===== config.mk =====
export PLATFORM = sky130hd
export DESIGN_NAME = km_mul_seq
export DESIGN_NICKNAME = d
export VERILOG_FILES = /design/src/rtl/km_mul_seq_pkg.sv /design/src/rtl/km_mul_pipe.sv /design/src/rtl/km_mul_seq.sv
export SDC_FILE = /design/constraint.sdc
export NUM_CORES = 2
export LEC_CHECK = 0
export CORE_AREA = 8 8 208 210
export CTS_CLUSTER_DIAMETER = 60
export DETAILED_ROUTE_END_ITERATION = 8
export DIE_AREA = 0 0 216 218
export MAX_ROUTING_LAYER = met4
export PLACE_DENSITY = 0.85
export RECOVER_POWER = 100
export SYNTH_ARGS = -nofsm -noshare
export SYNTH_HDL_FRONTEND = slang
export SYNTH_SLANG_ARGS = --single-unit

===== constraint.sdc =====
create_clock -name clk -period 12.5 [get_ports clk]
set_input_delay 1.875 -clock clk [delete_from_list [all_inputs] [get_ports clk]]
set_output_delay 1.875 -clock clk [all_outputs]
set_load 0.005 [all_outputs]

===== src/rtl/km_mul_seq_pkg.sv =====
// Shared definitions for the sequential Karatsuba multiplier: default width,
// FSM state encoding and the tags that identify each partial product.
package km_mul_seq_pkg;

  localparam int DATAWIDTH = 32;

  typedef enum logic [2:0] {
    ST_IDLE  = 3'd0,
    ST_ISSUE = 3'd1,
    ST_DRAIN = 3'd2,
    ST_COMB  = 3'd3,
    ST_OUT   = 3'd4
  } state_t;

  localparam logic [1:0] TAG_Z0 = 2'd0;
  localparam logic [1:0] TAG_Z2 = 2'd1;
  localparam logic [1:0] TAG_ZS = 2'd2;

endpackage


===== src/rtl/km_mul_pipe.sv =====
// Shared (H+1)x(H+1) unsigned multiplier with MUL_LAT output register stages;
// a valid bit and partial-product tag travel alongside each stage.
module km_mul_pipe #(
  parameter int H       = 16,
  parameter int MUL_LAT = 2
) (
  input  logic             clk,
  input  logic             rstn,
  input  logic             issue_vld,
  input  logic [1:0]       issue_tag,
  input  logic [H:0]       issue_x,
  input  logic [H:0]       issue_y,
  output logic             res_vld,
  output logic [1:0]       res_tag,
  output logic [2*H+1:0]   res_prod
);

  logic [2*H+1:0] prod_comb;

  assign prod_comb = {{(H+1){1'b0}}, issue_x} * {{(H+1){1'b0}}, issue_y};

  if (MUL_LAT == 0) begin : g_comb
    assign res_vld  = issue_vld;
    assign res_tag  = issue_tag;
    assign res_prod = prod_comb;
  end else begin : g_reg
    logic [2*H+1:0] prod_p [MUL_LAT];
    logic [1:0]     tag_p  [MUL_LAT];
    logic [MUL_LAT-1:0] vld_p;

    // stage boundary: product, tag and valid shift together
    always_ff @(posedge clk) begin
      if (!rstn) begin
        vld_p <= '0;
        for (int i = 0; i < MUL_LAT; i++) begin
          prod_p[i] <= '0;
          tag_p[i]  <= '0;
        end
      end else begin
        vld_p[0]  <= issue_vld;
        tag_p[0]  <= issue_tag;
        prod_p[0] <= prod_comb;
        for (int i = 1; i < MUL_LAT; i++) begin
          vld_p[i]  <= vld_p[i-1];
          tag_p[i]  <= tag_p[i-1];
          prod_p[i] <= prod_p[i-1];
        end
      end
    end

    assign res_vld  = vld_p[MUL_LAT-1];
    assign res_tag  = tag_p[MUL_LAT-1];
    assign res_prod = prod_p[MUL_LAT-1];
  end

endmodule


===== src/rtl/km_mul_seq.sv =====
// Sequential Karatsuba multiplier: one shared half-width multiplier issues
// z0, z2 and zs over three cycles, then a registered recombination.
module km_mul_seq
  import km_mul_seq_pkg::*;
#(
  parameter int DW      = DATAWIDTH,
  parameter int MUL_LAT = 2
) (
  input  logic            clk,
  input  logic            rstn,
  input  logic            in_valid,
  output logic            in_ready,
  input  logic            in_half,
  input  logic [DW-1:0]   in_a,
  input  logic [DW-1:0]   in_b,
  output logic            out_valid,
  input  logic            out_ready,
  output logic [2*DW-1:0] out_p
);

  localparam int H = DW / 2;

  state_t          state, state_nxt;
  logic [DW-1:0]   a_q, b_q;
  logic            half_q;
  logic [1:0]      cnt;
  logic [2:0]      drain_cnt;
  logic [2*H-1:0]  z0_q, z2_q;
  logic [2*H+1:0]  zs_q;

  logic            issue_vld;
  logic [H:0]      issue_x, issue_y;
  logic            res_vld;
  logic [1:0]      res_tag;
  logic [2*H+1:0]  res_prod;

  logic [2*H+1:0]  z1;
  logic [2*DW-1:0] recomb;

  assign in_ready  = (state == ST_IDLE) && rstn;
  assign out_valid = (state == ST_OUT);
  assign issue_vld = (state == ST_ISSUE);

  // Issue order follows the tag encoding: cnt 0 -> z0, 1 -> z2, 2 -> zs.
  always_comb begin
    issue_x = {1'b0, a_q[H-1:0]};
    issue_y = {1'b0, b_q[H-1:0]};
    if (cnt == TAG_Z2) begin
      issue_x = {1'b0, a_q[DW-1:H]};
      issue_y = {1'b0, b_q[DW-1:H]};
    end else if (cnt == TAG_ZS) begin
      issue_x = {1'b0, a_q[H-1:0]} + {1'b0, a_q[DW-1:H]};
      issue_y = {1'b0, b_q[H-1:0]} + {1'b0, b_q[DW-1:H]};
    end
  end

  km_mul_pipe #(.H(H), .MUL_LAT(MUL_LAT)) u_pipe (
    .clk       (clk),
    .rstn      (rstn),
    .issue_vld (issue_vld),
    .issue_tag (cnt),
    .issue_x   (issue_x),
    .issue_y   (issue_y),
    .res_vld   (res_vld),
    .res_tag   (res_tag),
    .res_prod  (res_prod)
  );

  always_comb begin
    state_nxt = state;
    case (state)
      ST_IDLE:  if (in_valid) state_nxt = ST_ISSUE;
      ST_ISSUE: if (half_q || cnt == 2'd2)
                  state_nxt = (MUL_LAT > 0) ? ST_DRAIN : ST_COMB;
      ST_DRAIN: if (drain_cnt == 3'(MUL_LAT - 1)) state_nxt = ST_COMB;
      ST_COMB:  state_nxt = ST_OUT;
      ST_OUT:   if (out_ready) state_nxt = ST_IDLE;
      default:  state_nxt = ST_IDLE;
    endcase
  end

  always_ff @(posedge clk) begin
    if (!rstn) state <= ST_IDLE;
    else       state <= state_nxt;
  end

  // z1 is non-negative and the sum wraps modulo 2^(2*DW) without loss.
  assign z1     = zs_q - {2'b00, z0_q} - {2'b00, z2_q};
  assign recomb = {z2_q, {DW{1'b0}}}
                + {{(H-2){1'b0}}, z1, {H{1'b0}}}
                + {{DW{1'b0}}, z0_q};

  always_ff @(posedge clk) begin
    if (!rstn) begin
      a_q       <= '0;
      b_q       <= '0;
      half_q    <= 1'b0;
      cnt       <= '0;
      drain_cnt <= '0;
      z0_q      <= '0;
      z2_q      <= '0;
      zs_q      <= '0;
      out_p     <= '0;
    end else begin
      if (state == ST_IDLE && in_valid) begin
        a_q    <= in_a;
        b_q    <= in_b;
        half_q <= in_half;
        cnt    <= '0;
      end else if (state == ST_ISSUE) begin
        cnt <= cnt + 2'd1;
      end
      drain_cnt <= (state == ST_DRAIN) ? drain_cnt + 3'd1 : 3'd0;
      if (res_vld) begin
        case (res_tag)
          TAG_Z0:  z0_q <= res_prod[2*H-1:0];
          TAG_Z2:  z2_q <= res_prod[2*H-1:0];
          default: zs_q <= res_prod;
        endcase
      end
      if (state == ST_COMB)
        out_p <= half_q ? {{DW{1'b0}}, z0_q} : recomb;
    end
  end

endmodule


==> summary.txt <==
Flops after synth - 309
Post-synthesis net count - 3,716
Clock transition at the registers of the reported paths - 0.06 ns
CP arrival - 9.51 ns
Yosys Instances - 3,175
Setup TNS - 0 ns
Fin crit period - 9.06 ns
WS Path Type - input port to register
Hold Fails Final Rpt - 0
Fmax - 110 MHz
Initial drt markers - 1,800
CTS max path bufs - 3
Insertion Delay late pin - 0.58 ns
Cell Area, Synth - 26,500 sq um
Asr flop ratio synth - 0
Die height - 218 um
Post-Syn Instances - 3,175
First-pass GRT wire length - 117,000 um
Routed met1 length - 28,600 um
Fin worst setup slack - 3.44 ns
Yosys stat area - 26,500 sq um
# IOs - 135
Die area - 47,100 sq um
Hold path startpoint - u_pipe.g_reg.prod_p[0][22]
Tot GR Track Use - 0.314
Root Buffer - clkbuf_16
YS warnings - 0
Router iterations before antenna repair - 6
Top FF cell, synth - dfxtp_1
Fin crit share - 0.725
Slew at the pin closest to its max-slew limit - 4.28 ns
H-tree depth - 1
GRT Max-Usage Layer - met2
Tool warning count - 31
Synth cell count leaders - nand2_1 (676), inv_1 (386), dfxtp_1 (309)
Via-per-instance ratio - 5.85
Slew margin rel. - -1.85
Most frequent cells in the layout - nand2_1 (676), inv_1 (386), dfxtp_1 (309)
Placed cell area - 28,200 sq um
Worst setup SP type - input port
Worst Skew - 0.0330 ns
Initial core utilization - 0.658
Total power - 2.91 mW
Crit-path max FO - 136
WL met3 - 4690 um
Pre-CTS setup slack - 4.02 ns
Core box area - 40,200 sq um
Fin nets - 3,772
Worst r2r dst - u_pipe.g_reg.prod_p[0][32]
Worst reg2reg startpoint - a_q[1]
Post-CTS setup buffers - 0
Distinct lib cells - 74
EDFF count, synth - 0
DR top layer - met4
Peak VDD IR - 0.142 mV
Clock sinks - 309
CTS tree - built
Crit. End Element - register
GR Util met3 - 0.0379
RSZ-0062 raised after global routing - no
Die width - 216 um
P_leak - 13.2 nW
Top area cell types - dfxtp_1 (23%), fa_1 (20%), ha_1 (10%)
Power Density - 99.7 nW/um^2
Final Instance Area - 29,200 sq um
Hold-fix buffers at CTS - 0
Largest area contributor in the netlist - dfxtp_1
Fin. max-slew vios - 284
Rows - 74
Remaining global-route overflow - 0
DR WL met2 - 35,000 um
Depth of the most critical reg-to-reg path - 29
Detail Route Antenna Nets - 0
Dominant logic cell type in the layout - nand2_1
Largest net degree at the start of global routing - 137
Share of layout cells above drive strength 1 - 0.0320
Final cell count without fillers - 3,786
Seq/Total Area, Yosys - 0.234
I/O Buffers - 134
Yosys top cell area share - 0.234
Initial antenna violation count - 0
Origin of the worst setup path - rstn
Avg Cell Area, Syn - 8.33 sq um
Worst EP required - 12.95 ns
Layout area overhead - 10.3%
Placed insts - 3,731
RePlAce Congestion - 1.01
Status - finished, violations left
Post-CTS sizing - 0
Hpwl dp - 56,400 um
Register-to-register setup slack - 3.81 ns
Setup violators final - 0
CTS Buf Count - 30
ANT cells - 0
Failing checks - capacitance limit, slew limit
Maxcap violations - 3
Vias in the first global route - 22,600
Count leader, synth - nand2_1
Worst setup endpoint - out_p[31]
Tightest Hold Check Type - register to register
Drc violations - 0
Final hold slack - 0.430 ns
M1 GR Usage - 0.368
registers in the layout, indices dropped and copies added, names as in the netlist:
register / flops
z2_q: 32
half_q: 1
a_q: 32
u_pipe.g_reg.prod_p: 68
zs_q: 34
u_pipe.g_reg.tag_p: 4
cnt: 2
z0_q: 32
state: 3
b_q: 32
out_p: 64
u_pipe.g_reg.vld_p: 2
drain_cnt: 3
final cells by class:
type	instances	area (sq um)
clock buffer	42	867
clock inverter	13	153
fill	3060	11000
inverter	387	1450
multi-input combinational	2334	18300
sequential	309	6190
tap	532	666
timing repair buffer	169	1590
where the power goes:
group / leakage, nW / internal, mW / total [mW] / switching (mW)
clock network: 0.506 / 0.546 / 0.927 / 0.381
logic: 10.2 / 0.350 / 0.906 / 0.556
registers: 2.50 / 1.04 / 1.07 / 0.0362
how the worst min path moves through the flow:
stage                                       to  cells past startpoint
CTS                 u_pipe.g_reg.prod_p[0][56]                      1
detailed placement  u_pipe.g_reg.prod_p[0][48]                      1
finish              u_pipe.g_reg.prod_p[0][56]                      1
global placement    u_pipe.g_reg.prod_p[0][52]                      1
floorplan           u_pipe.g_reg.prod_p[0][34]                      1
global route        u_pipe.g_reg.prod_p[0][56]                      1
cell families (layout without fill, tap and decap cells):
kind of cell             Yosys count  in the layout  share of synthesized area
AND/OR/NAND/NOR                 1089           1089                      0.182
multiplexers                      20             20                    0.00761
XOR/XNOR                         118            118                     0.0391
adder cells (fa/ha/maj)          472            472                      0.297
buffers and inverters            532            611                     0.0756
AND-OR/OR-AND                    635            635                      0.165
flip-flops                       309            309                      0.234
worst max-delay path: stages:
cell      delay (ns)
clkbuf_1        2.06
clkbuf_1        1.77
clkbuf_1        3.10
nand4_1         0.41
o211ai_1        0.24
congestion_map.png
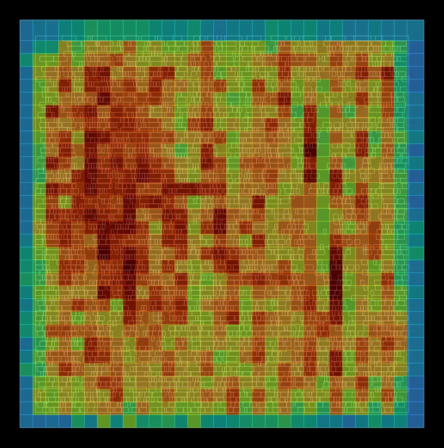
Core Util, Final: 0.726
wire per inst: 19.0 um
M2 GR Usage: 0.537

closeup.png
Window x 150 to 175, y 42 to 67 um. Cells in gray, sequential cells in the stronger gray; small squares are vias.
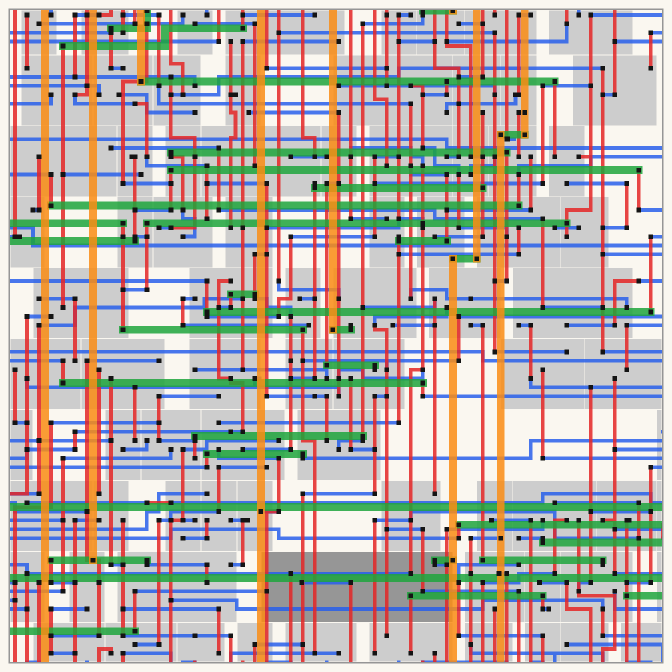
- red: M2
- blue: M1
- green: M3
- orange: M4
- sequential cells in the window: 1
- most frequent: nand2_1 (9), inv_1 (8), nor2_1 (8)
- netlist names of flops here include: z2_q (1)
- cells with their middle in the window: 75

m4.png
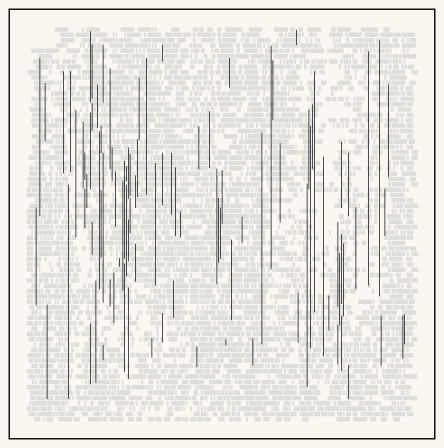
- main direction: vertical
- nets with wire on the layer: 71
- wire length on this layer: 3,760 um
DRT Wirelength: 72,100 um
Via Count: 22,100

layers.png
Two of the layers only.
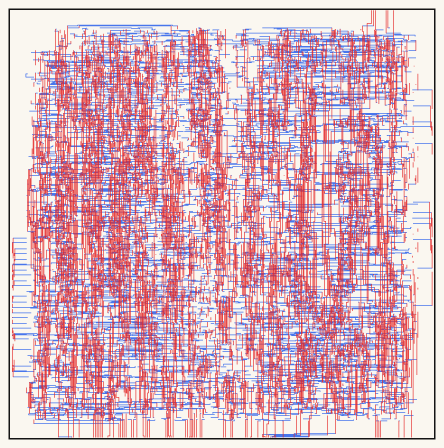
- blue: M1 (wire length 28.6 mm)
- red: M2 (wire length 35.0 mm)

Power and IR drop assume default switching activity.
